===== src/rtl/addsub_pkg.sv =====
// Shared types and elaboration helpers for the pipelined adder/subtractor.
package addsub_pkg;
  typedef enum logic {ADD = 1'b0, SUB = 1'b1} op_e;

  typedef struct packed {
    logic cout;
    logic ovf;
    logic zero;
  } flags_t;

  function automatic bit stages_ok(input int width, input int stages);
    return (stages > 0) && (width % stages == 0);
  endfunction
endpackage


===== src/rtl/pipe_addsub_if.sv =====
// Valid/ready operation and result channels of pipe_addsub.
interface pipe_addsub_if #(parameter int WIDTH = 32);
  logic             in_valid;
  logic             in_ready;
  logic [WIDTH-1:0] in_a;
  logic [WIDTH-1:0] in_b;
  logic             in_cin;
  logic             in_sub;
  logic             out_valid;
  logic             out_ready;
  logic [WIDTH-1:0] out_sum;
  logic             out_cout;
  logic             out_ovf;
  logic             out_zero;

  modport master (
    output in_valid, in_a, in_b, in_cin, in_sub, out_ready,
    input  in_ready, out_valid, out_sum, out_cout, out_ovf, out_zero
  );
  modport slave (
    input  in_valid, in_a, in_b, in_cin, in_sub, out_ready,
    output in_ready, out_valid, out_sum, out_cout, out_ovf, out_zero
  );
endinterface


===== src/rtl/addsub_stage.sv =====
// One CHUNK-wide registered slice of the carry pipeline; holds when its advance is low.
module addsub_stage #(
  parameter int CHUNK = 8
) (
  input  logic             clk,
  input  logic             rst_n,
  input  logic             adv_i,
  input  logic             vld_i,
  input  logic [CHUNK-1:0] a_i,
  input  logic [CHUNK-1:0] b_i,
  input  logic             cin_i,
  output logic             vld_o,
  output logic [CHUNK-1:0] sum_o,
  output logic             cout_o
);
  logic             vld_d, vld_q;
  logic             cout_d, cout_q;
  logic [CHUNK-1:0] sum_d, sum_q;

  always_comb begin
    vld_d  = vld_q;
    sum_d  = sum_q;
    cout_d = cout_q;
    if (adv_i) begin
      vld_d           = vld_i;
      {cout_d, sum_d} = {1'b0, a_i} + {1'b0, b_i} + {{CHUNK{1'b0}}, cin_i};
    end
  end

  always_ff @(posedge clk or negedge rst_n) begin
    if (!rst_n) begin
      vld_q  <= 1'b0;
      sum_q  <= '0;
      cout_q <= 1'b0;
    end else begin
      vld_q  <= vld_d;
      sum_q  <= sum_d;
      cout_q <= cout_d;
    end
  end

  assign vld_o  = vld_q;
  assign sum_o  = sum_q;
  assign cout_o = cout_q;
endmodule


===== src/rtl/pipe_addsub.sv =====
// Carry-pipelined WIDTH-bit add/sub: STAGES chunk slices, skewed operands, deskewed results,
// valid/ready flow control with a combinational ready chain from out_ready.
module pipe_addsub
  import addsub_pkg::*;
#(
  parameter int WIDTH  = 32,
  parameter int STAGES = 4
) (
  input logic          clk,
  input logic          rst_n,
  pipe_addsub_if.slave bus
);
  localparam int CHUNK = WIDTH / STAGES;

  if (!stages_ok(WIDTH, STAGES)) begin : g_cfg_err
    $error("pipe_addsub: WIDTH must be a non-zero multiple of STAGES");
  end

  op_e              op;
  logic [WIDTH-1:0] b_eff;
  logic             cin_eff;
  logic [STAGES-1:0] vld, adv;

  // Subtract is a + ~b + ~cin, so the borrow-in inverts together with b.
  assign op      = op_e'(bus.in_sub);
  assign b_eff   = (op == SUB) ? ~bus.in_b : bus.in_b;
  assign cin_eff = (op == SUB) ? ~bus.in_cin : bus.in_cin;

  always_comb begin
    adv             = '0;
    adv[STAGES-1]   = !vld[STAGES-1] || bus.out_ready;
    for (int k = STAGES - 2; k >= 0; k--) adv[k] = !vld[k] || adv[k+1];
  end

  for (genvar k = 0; k < STAGES; k++) begin : g_st
    localparam int OPW = WIDTH - k * CHUNK;
    logic [OPW-1:0]           a_src, b_src;
    logic                     cin, vin, cout;
    logic [CHUNK-1:0]         sum;
    logic [(k+1)*CHUNK-1:0]   res;

    if (k == 0) begin : g_head
      assign a_src = bus.in_a;
      assign b_src = b_eff;
      assign cin   = cin_eff;
      assign vin   = bus.in_valid;
      assign res   = sum;
    end else begin : g_body
      // Operands ride with the op held in stage k-1; finished chunks ride alongside stage k.
      logic [OPW-1:0]     a_sk_d, a_sk_q, b_sk_d, b_sk_q;
      logic [k*CHUNK-1:0] lo_d, lo_q;

      always_comb begin
        a_sk_d = a_sk_q;
        b_sk_d = b_sk_q;
        lo_d   = lo_q;
        if (adv[k-1]) begin
          a_sk_d = g_st[k-1].a_src[OPW+CHUNK-1:CHUNK];
          b_sk_d = g_st[k-1].b_src[OPW+CHUNK-1:CHUNK];
        end
        if (adv[k]) lo_d = g_st[k-1].res;
      end

      always_ff @(posedge clk or negedge rst_n) begin
        if (!rst_n) begin
          a_sk_q <= '0;
          b_sk_q <= '0;
          lo_q   <= '0;
        end else begin
          a_sk_q <= a_sk_d;
          b_sk_q <= b_sk_d;
          lo_q   <= lo_d;
        end
      end

      assign a_src = a_sk_q;
      assign b_src = b_sk_q;
      assign cin   = g_st[k-1].cout;
      assign vin   = vld[k-1];
      assign res   = {sum, lo_q};
    end

    addsub_stage #(.CHUNK(CHUNK)) u_stage (
      .clk    (clk),
      .rst_n  (rst_n),
      .adv_i  (adv[k]),
      .vld_i  (vin),
      .a_i    (a_src[CHUNK-1:0]),
      .b_i    (b_src[CHUNK-1:0]),
      .cin_i  (cin),
      .vld_o  (vld[k]),
      .sum_o  (sum),
      .cout_o (cout)
    );
  end

  // Operand sign bits captured alongside the top chunk for the overflow flag.
  logic             a_msb_d, a_msb_q, b_msb_d, b_msb_q;
  logic [WIDTH-1:0] sum_out;
  flags_t           flg;

  always_comb begin
    a_msb_d = a_msb_q;
    b_msb_d = b_msb_q;
    if (adv[STAGES-1]) begin
      a_msb_d = g_st[STAGES-1].a_src[CHUNK-1];
      b_msb_d = g_st[STAGES-1].b_src[CHUNK-1];
    end
  end

  always_ff @(posedge clk or negedge rst_n) begin
    if (!rst_n) begin
      a_msb_q <= 1'b0;
      b_msb_q <= 1'b0;
    end else begin
      a_msb_q <= a_msb_d;
      b_msb_q <= b_msb_d;
    end
  end

  assign sum_out = g_st[STAGES-1].res;

  always_comb begin
    flg.cout = g_st[STAGES-1].cout;
    flg.ovf  = (a_msb_q == b_msb_q) && (sum_out[WIDTH-1] != a_msb_q);
    flg.zero = vld[STAGES-1] && (sum_out == '0);
  end

  assign bus.in_ready  = adv[0];
  assign bus.out_valid = vld[STAGES-1];
  assign bus.out_sum   = sum_out;
  assign bus.out_cout  = flg.cout;
  assign bus.out_ovf   = flg.ovf;
  assign bus.out_zero  = flg.zero;
endmodule

===== src/flat_wrapper.sv =====
// flat-port wrapper written by rule: the top's interface ports become plain ports
module pipe_addsub_flat import addsub_pkg::*;
#(
  parameter int WIDTH  = 32,
  parameter int STAGES = 4
)
  (clk, rst_n, bus_in_valid, bus_in_a, bus_in_b, bus_in_cin, bus_in_sub, bus_out_ready, bus_in_ready, bus_out_valid, bus_out_sum, bus_out_cout, bus_out_ovf, bus_out_zero);
  pipe_addsub_if #(.WIDTH(WIDTH)) bus_i ();
  input logic clk;
  input logic rst_n;
  input wire logic [$bits(bus_i.in_valid)-1:0] bus_in_valid;
  input wire logic [$bits(bus_i.in_a)-1:0] bus_in_a;
  input wire logic [$bits(bus_i.in_b)-1:0] bus_in_b;
  input wire logic [$bits(bus_i.in_cin)-1:0] bus_in_cin;
  input wire logic [$bits(bus_i.in_sub)-1:0] bus_in_sub;
  input wire logic [$bits(bus_i.out_ready)-1:0] bus_out_ready;
  output wire logic [$bits(bus_i.in_ready)-1:0] bus_in_ready;
  output wire logic [$bits(bus_i.out_valid)-1:0] bus_out_valid;
  output wire logic [$bits(bus_i.out_sum)-1:0] bus_out_sum;
  output wire logic [$bits(bus_i.out_cout)-1:0] bus_out_cout;
  output wire logic [$bits(bus_i.out_ovf)-1:0] bus_out_ovf;
  output wire logic [$bits(bus_i.out_zero)-1:0] bus_out_zero;
  assign bus_i.in_valid = bus_in_valid;
  assign bus_i.in_a = bus_in_a;
  assign bus_i.in_b = bus_in_b;
  assign bus_i.in_cin = bus_in_cin;
  assign bus_i.in_sub = bus_in_sub;
  assign bus_i.out_ready = bus_out_ready;
  assign bus_in_ready = bus_i.in_ready;
  assign bus_out_valid = bus_i.out_valid;
  assign bus_out_sum = bus_i.out_sum;
  assign bus_out_cout = bus_i.out_cout;
  assign bus_out_ovf = bus_i.out_ovf;
  assign bus_out_zero = bus_i.out_zero;
  pipe_addsub #(.WIDTH(WIDTH), .STAGES(STAGES)) u_core (.clk(clk), .rst_n(rst_n), .bus(bus_i));
endmodule

===== config.mk =====
export PLATFORM = sky130hd
export DESIGN_NAME = pipe_addsub_flat
export DESIGN_NICKNAME = d
export VERILOG_FILES = /design/src/rtl/addsub_pkg.sv /design/src/rtl/pipe_addsub_if.sv /design/src/rtl/addsub_stage.sv /design/src/rtl/pipe_addsub.sv /design/src/flat_wrapper.sv
export SDC_FILE = /design/constraint.sdc
export NUM_CORES = 1
export LEC_CHECK = 0
export ABC_AREA = 1
export CORE_UTILIZATION = 40
export DETAILED_ROUTE_END_ITERATION = 8
export PLACE_DENSITY = 0.62
export SLEW_MARGIN = 10
export SYNTH_ARGS = -nofsm -noshare
export SYNTH_HDL_FRONTEND = slang
export SYNTH_SLANG_ARGS = --single-unit

===== constraint.sdc =====
create_clock -name clk -period 1.75 [get_ports clk]
set_input_delay 0.35 -clock clk [delete_from_list [all_inputs] [get_ports clk]]
set_output_delay 0.35 -clock clk [all_outputs]
set_load 0.02 [all_outputs]

### Selected gate families

Scale bar: 50 µm.
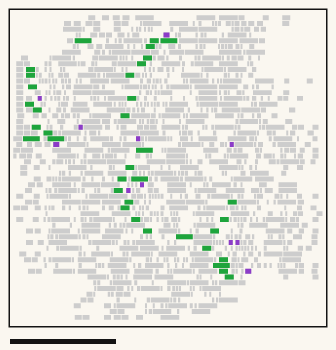
legend:
  green:
    family: fa/ha/maj cells
    cells: 36
    where: spread over the die
  purple:
    family: and/or cells
    cells: 11

### Where the registers sit

Scale bar: 50 µm. Other sequential cells in the stronger grey, the rest of the logic in the fainter grey.
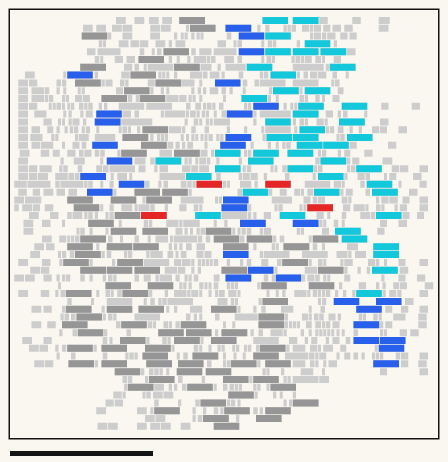
legend:
  blue:
    name_in_the_netlist: `u_core.g_st.u_stage.sum_o`
    flops: 32
    where: spread over the die
  red:
    name_in_the_netlist: `u_core.g_st.u_stage.vld_o`
    flops: 4
    where: middle
  cyan:
    name_in_the_netlist: `u_core.g_st.g_body.lo_q`
    flops: 48

### Routed metal, one colour a layer

Scale bar: 50 µm.
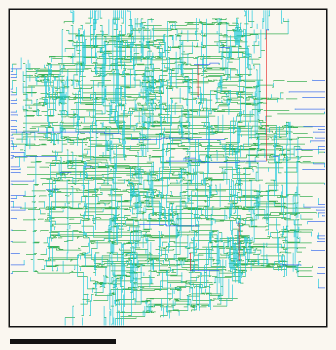
legend:
  blue:
    layer: M3
    wire_length: 530 µm
  green:
    layer: M1
    wire_length: 9410 µm
  cyan:
    layer: M2
    wire_length: 7350 µm
  red:
    layer: M4
    wire_length: 103 µm
GR Util All Layers: 0.166
final wirelength: 17400 µm
wire per inst: 12.0 µm
Vias: 6486

==> results.json <==
{
  "rr_startpoint": "u_core.g_st[2].b_src[0]",
  "place_ws_ns": -0.647,
  "syn_nets": 1102,
  "enable_flop_cells": 0,
  "final_cell_mix": "nand2_1 (331), dfrtp_1 (186), inv_1 (98)",
  "dp_hpwl_um": 12600,
  "maxSlewHeadroom": 0.722,
  "critPathKind": "flip-flop to output pin",
  "tightest_slew_ns": 0.417,
  "hold_viol_final": 0,
  "critical_path_required_ns": 1.40,
  "clk_latency_ns": 0.42,
  "ff2ff_path_depth": 9,
  "top_cells_by_area": "dfrtp_1 (54%), nand2_1 (15%), o21ai_0 (5.7%)",
  "synthArstFlopShare": 1.00,
  "worstSetupStartpointType": "flip-flop",
  "synth_seq_share": 0.537,
  "synth-seq-cells": 186,
  "cts_tree": "built",
  "numCtsBuffers": 17,
  "synth_dominant_cell_count": "nand2_1",
  "worstSetupStartpoint": "u_core.g_st[3].u_stage.sum_o[1]",
  "fp_util": 0.410,
  "fin_skew_ns": 0.0114,
  "clock_sinks": 186,
  "slew_viol_final": 0,
  "root_buffer": "clkbuf_16",
  "h-tree-depth": 4,
  "flop_cell": "dfrtp_1",
  "ys_chip_area_um2": 8660,
  "dieWidth_um": 149,
  "violations": "setup timing",
  "setup_viol": 5,
  "nets": 1263,
  "largest_area_cell": "dfrtp_1",
  "cts_max_path_buffers": 2,
  "min_period_over_period": 1.05,
  "p_per_area_nw_per_um2": 1340,
  "cp-end-kind": "output pin",
  "top_area_frac": 0.537,
  "synth.distinct_cells": 29,
  "drcViolationCount": 0,
  "fin_ws_ns": -0.0925,
  "status": "finished, violations left",
  "drtPass1Iterations": 4,
  "post_dp_cell_area_um2": 10500,
  "max_freq_mhz": 543,
  "antenna_found_initial": 0,
  "drt.antenna.violating_nets": 0,
  "syn_avg_cell_area_um2": 8.70,
  "hold_path_class": "input pin to async pin"
}
### Zoomed window

Scale bar: 5 µm. Region (65, 94) to (85, 114) µm. Cells in grey, sequential cells in the stronger grey; small squares are vias.
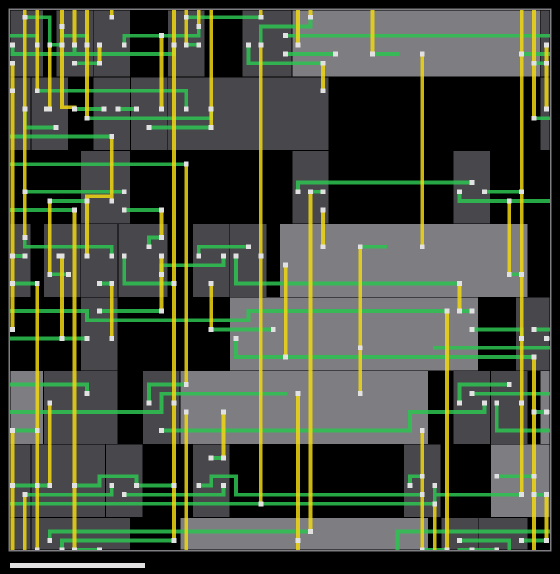
legend:
  yellow:
    layer: M2
  green:
    layer: M1
sequential cells in the window: 4
cells with their middle in the window: 33
netlist names of flops here include: `u_core.g_st.u_stage.sum_o` (3), `u_core.g_st.g_body.lo_q` (1)
most frequent: nand2_1 (18), dfrtp_1 (4), inv_1 (3)

### Congestion heat map

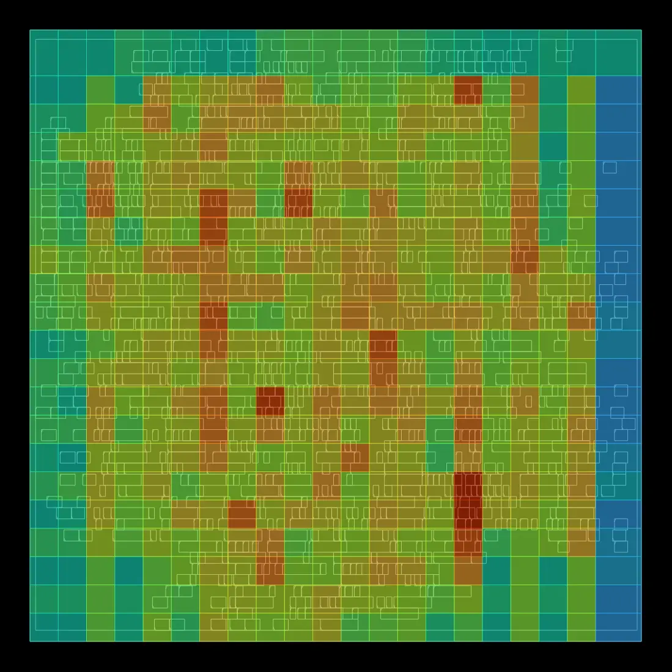
met2 Use GR: 0.236
busiest metal layer after global routing: met1
Final Util: 0.531

cell families after synthesis:
kind of cell / after synthesis / share of synthesized area
AOI/OAI and AO/OA: 152 / 0.0887
xor gates and xnor gates: 39 / 0.0394
adders and majority gates: 36 / 0.0589
buffers and inverters: 147 / 0.0700
DFF: 186 / 0.537
and+or+nand+nor: 436 / 0.206
sequential cells by signal, indices dropped and copies added (netlist names):
signal and cells:
u_core.a_msb_q 1, u_core.g_st.g_body.lo_q 48, u_core.g_st.u_stage.sum_o 32, u_core.g_st.b_src 48
u_core.b_msb_q 1, u_core.g_st.u_stage.vld_o 4, u_core.g_st.u_stage.cout_o 4, u_core.g_st.a_src 48
power breakdown:
group          total [mW]  switching, mW  leakage (nW)  internal (mW)
combinational        5.09           2.74          3.14           2.34
sequential           6.14          0.670          2.22           5.47
clock                3.85           1.60         0.281           2.25
worst max-delay path: stages (launching register included):
cell     delay (ns)
dfrtp_1        0.39
nor4_2         0.27
nand3_1        0.14
nor2_1         0.13
buf_4          0.15
area by class of cell:
type / instances / area (µm²)
Clock buffer: 21 / 440
Clock inverter: 11 / 146
Fill cell: 2010 / 9920
Inverter: 105 / 397
Multi-Input combinational cell: 663 / 3570
Sequential cell: 186 / 4650
Tap cell: 275 / 344
Timing Repair Buffer: 184 / 1680
per-layer routing:
layer	up-vias	GRT usage	wire, µm
met1	2920	0.254	9410
li1	3457	-	-
met2	101	0.236	7350
met4	0	0.0536	102
met5	-	0	0
met3	8	0.0291	530
timing repair:
item	4_1_cts	5_1_grt
gates cloned	0	1
endpoints found under the hold margin	27	0
hold buffers	1	0
resized	65	39
pin swaps	19	25
endpoints found under the setup margin	52	41
buffers inserted	1	3
No activity file was given, so power comes from the tool's default toggle rates.
